**config.mk**
```make
export PLATFORM = sky130hd
export DESIGN_NAME = demux8_slot
export DESIGN_NICKNAME = d
export VERILOG_FILES = /design/src/rtl/demux8_slot_pkg.sv /design/src/rtl/demux8_slot_slot.sv /design/src/rtl/demux8_slot.sv
export SDC_FILE = /design/constraint.sdc
export NUM_CORES = 1
export LEC_CHECK = 0
export ABC_AREA = 1
export CAP_MARGIN = 0
export CORE_UTILIZATION = 50
export DETAILED_ROUTE_END_ITERATION = 8
export PLACE_DENSITY_LB_ADDON = 0.25
export SETUP_SLACK_MARGIN = 0.05
export SYNTH_ARGS = -nofsm -noshare
export SYNTH_HDL_FRONTEND = slang
export SYNTH_HIERARCHICAL = 1
export SYNTH_SLANG_ARGS = --single-unit
```
**constraint.sdc**
```tcl
create_clock -name clk -period 2.9 [get_ports clk]
set_input_delay 0.58 -clock clk [delete_from_list [all_inputs] [get_ports clk]]
set_output_delay 0.58 -clock clk [all_outputs]
set_load 0.005 [all_outputs]
```
**src/rtl/demux8_slot_pkg.sv**
```systemverilog
// Shared N-way slot constants and the slot state encoding, reused by selectors and distributors.
package demux8_slot_pkg;

    localparam int NUM_SLOTS = 8;
    localparam int SEL_W     = 3;

    typedef enum logic {
        SLOT_EMPTY = 1'b0,
        SLOT_FULL  = 1'b1
    } slot_state_e;

    function automatic logic [NUM_SLOTS-1:0] sel_onehot(input logic [SEL_W-1:0] sel);
        logic [NUM_SLOTS-1:0] hot;
        hot      = '0;
        hot[sel] = 1'b1;
        return hot;
    endfunction

endpackage

```
**src/rtl/demux8_slot_slot.sv**
```systemverilog
// One-entry output slot: loaded word is visible after one edge; can refill on the same cycle it drains,
// so a consumer holding ready high sees no bubbles. Data is frozen while FULL and not drained.
module demux_slot
    import demux8_slot_pkg::*;
#(
    parameter int WIDTH = 32
) (
    input  logic             clk,
    input  logic             rst,
    input  logic             load_i,
    input  logic [WIDTH-1:0] data_i,
    input  logic             drain_i,
    output logic             valid_o,
    output logic [WIDTH-1:0] data_o,
    output logic             can_accept_o
);

    slot_state_e      state_q, state_d;
    logic [WIDTH-1:0] data_q, data_d;

    always_ff @(posedge clk or posedge rst) begin
        if (rst) begin
            state_q <= SLOT_EMPTY;
            data_q  <= '0;
        end else begin
            state_q <= state_d;
            data_q  <= data_d;
        end
    end

    // A load wins over a drain: the slot stays FULL with the new word.
    always_comb begin
        state_d = state_q;
        data_d  = data_q;
        if (load_i) begin
            state_d = SLOT_FULL;
            data_d  = data_i;
        end else if (state_q == SLOT_FULL && drain_i) begin
            state_d = SLOT_EMPTY;
        end
    end

    assign valid_o      = (state_q == SLOT_FULL);
    assign data_o       = data_q;
    assign can_accept_o = (state_q == SLOT_EMPTY) || drain_i;

endmodule

```
**src/rtl/demux8_slot.sv**
```systemverilog
// Registered 1-to-8 word distributor (unicast or broadcast); one edge from accept to out_valid.
// in_ready is combinational from slot state and out_ready only; a broadcast waits for all eight slots.
module demux8_slot
    import demux8_slot_pkg::*;
#(
    parameter int WIDTH = 32
) (
    input  logic                     clk,
    input  logic                     rst,
    input  logic                     in_valid,
    output logic                     in_ready,
    input  logic [WIDTH-1:0]         in_data,
    input  logic [SEL_W-1:0]         in_sel,
    input  logic                     in_bcast,
    output logic [NUM_SLOTS-1:0]     out_valid,
    input  logic [NUM_SLOTS-1:0]     out_ready,
    output logic [NUM_SLOTS*WIDTH-1:0] out_data,
    output logic                     busy
);

    logic [NUM_SLOTS-1:0] can_accept;
    logic [NUM_SLOTS-1:0] load;
    logic [NUM_SLOTS-1:0] dest;
    logic                 fire;

    always_comb begin
        dest     = in_bcast ? {NUM_SLOTS{1'b1}} : sel_onehot(in_sel);
        in_ready = in_bcast ? (&can_accept) : can_accept[in_sel];
        fire     = in_valid && in_ready;
        load     = {NUM_SLOTS{fire}} & dest;
        busy     = |out_valid;
    end

    for (genvar k = 0; k < NUM_SLOTS; k++) begin : g_slot
        demux_slot #(.WIDTH(WIDTH)) u_slot (
            .clk          (clk),
            .rst          (rst),
            .load_i       (load[k]),
            .data_i       (in_data),
            .drain_i      (out_ready[k]),
            .valid_o      (out_valid[k]),
            .data_o       (out_data[WIDTH*k +: WIDTH]),
            .can_accept_o (can_accept[k])
        );
    end

endmodule

```
Fig. 1: run 1, metal 2
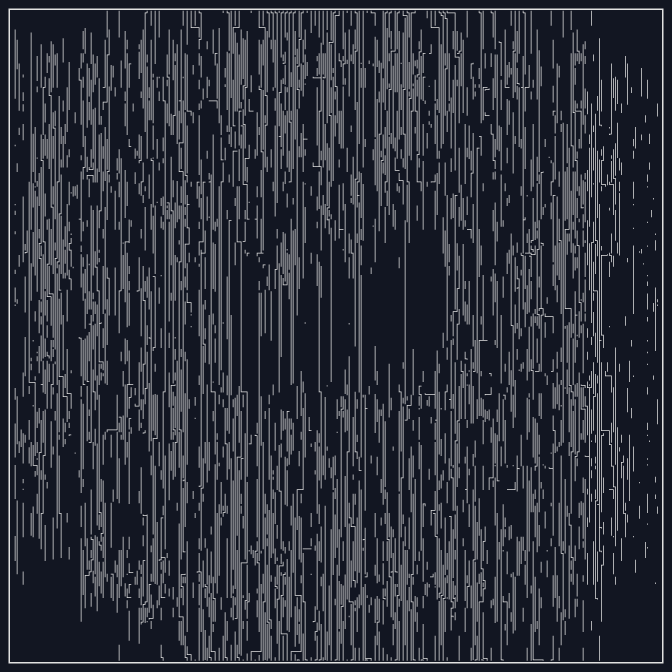
nets with wire on the layer	1219
longest straight run	79.7 um

Fig. 2: run 1, selected gate families
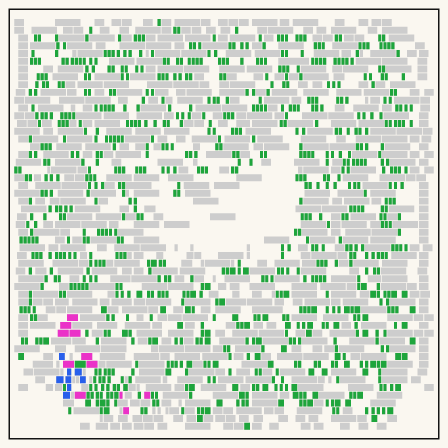
family	color	cells	where
inverting AOI/OAI gates	blue	8	south-west
NOR gates	magenta	11	south-west
NAND gates	green	813	spread over the die

Fig. 3: run 1, metal layers overlaid
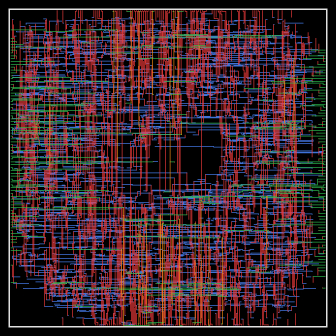
layer	color	wire length
metal 4	orange	1160 um
metal 3	green	3110 um
metal 1	blue	13100 um
metal 2	red	16200 um

==> Slide: Implementation Results, run 1 <==
Key Metrics from the Run

Run status
  • Outcome: finished, final reports clean

Critical path
  • Critical path's slowest cell: clkdlybuf4s50_1
  • Crit path required time: 2.32 ns
  • Worst r2r src: g_slot[6].u_slot/valid_o
  • R2R depth: 15

STA
  • Final hold viol count: 0
  • Unrepaired setup endpoints after global routing: no

Yosys
  • Yosys warns: 6
  • Most common cell in the netlist: nand2_1
  • Dominant cell type by area after synthesis: dfrtp_1
  • Most frequent cells after synthesis: nand2_1 (735), dfrtp_1 (264), nand2_2 (74), buf_6 (25), clkbuf_8 (24)
  • Count of library flops with an enable pin: 0

Final layout
  • Flop area: 6610 um^2
  • Share of cells above drive strength 1: 11.3%
  • # diodes: 0
  • Most numerous logic cell after layout: nand2_1
  • Clock Network Area Fraction: 6.10%

Global route
  • Largest net degree at the start of global routing: 34

Place
  • Placed cell count: 1744
  • I/O Buffers: 312
  • Pre-CTS setup slack: 0.121 ns

Pwr
  • Pleak: 7.63 nW
  • Seq pwr share: 41.4%
  • Clk pwr: 3.51 mW

Worst hold path
  • Worst min-delay path startpoint: g_slot[1].u_slot/data_o[0]

Clock network
  • CTS sink count: 264
Fig. 4: run 1, routing congestion
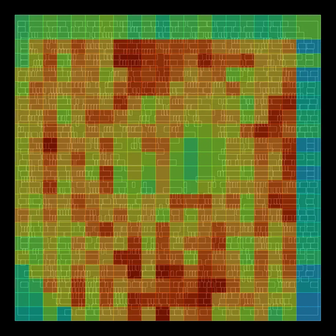

--- run 2 (diff from run 1) ---
CORE_UTILIZATION = 43   (was 50)
clock period = 1.99 ns   (was 2.9 ns; I/O delays follow)
Fig. 5: run 2, routing congestion
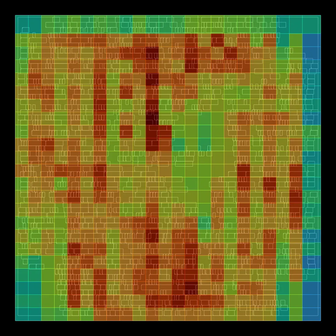
met2 Usage GRT: 46.6%
final core utilization: 64.9%
grt peak-use layer: met2
DR WL/cell: 20.1 um

Fig. 6: run 2, metal layers overlaid
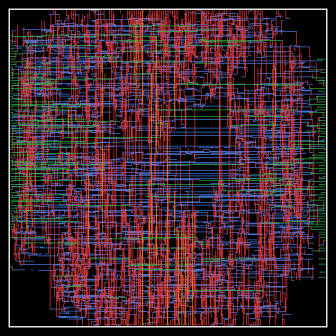
layer	color	wire length
metal 2	red	18900 um
metal 4	orange	1060 um
metal 3	green	3120 um
metal 1	blue	15500 um

==> run 2 against run 1 <==
  * The run now ends with setup timing left
  * Setup slack got worse by 0.50 ns
  * Clock skew increased by 0.0073 ns
  * Routed wire length increased by 15%
  * Sequential power up 46%
  * Core utilization shrank 5.2 points
  * Cell area up 9.3%
  * Cell count rose by 6.7%
  * Power increased by 54%
  * Clock power grew 64%
  * Global-route usage shrank 3.6 points
  * Worst hold slack hardly changed
==> Slide: Implementation Results, run 2 <==
Key Metrics from the Run

Pwr
  • Seq pwr share: 39.1%
  • Clk pwr: 5.77 mW
  • Pint: 14.8 mW
  • Pleak: 8.22 nW

Clock network
  • CTS Buffer Depth: 3
  • CTS sink count: 264

Yosys
  • Most common cell in the netlist: nand2_1
  • Dominant cell type by area after synthesis: dfrtp_1
  • Seq share, synth: 60.4%
  • Most frequent cells after synthesis: nand2_1 (735), dfrtp_1 (264), nand2_2 (74), buf_6 (25), clkbuf_8 (24)
  • Count of library flops with an enable pin: 0
  • AND-OR/OR-AND share of the synthesized area: 0.469%

Place
  • I/O Buffers: 312
  • Placed cell count: 1820
  • RePlAce Congestion: 0.832

Final layout
  • Comb area: 3470 um^2
  • Flop area: 6610 um^2
  • Fill cells: 2087
  • Share of cells above drive strength 1: 16.2%
  • Clock Network Area Fraction: 6.31%
  • Most numerous logic cell after layout: nand2_1
  • # diodes: 0

STA
  • Fin worst setup slack: -0.0107 ns
  • Unrepaired setup endpoints after global routing: yes
  • Final setup viols: 1

Critical path
  • Crit path required time: 1.59 ns
  • R2R depth: 15

Run status
  • Violated checks: setup timing
  • Outcome: complete, but fails checks

Route
  • Top Layer Used: met4

Floorplanning
  • Die Area: 26100 um^2

Worst hold path
  • Worst min-delay path startpoint: g_slot[4].u_slot/data_o[21]
Power figures rest on the tool's default switching activity, not on a simulated workload.
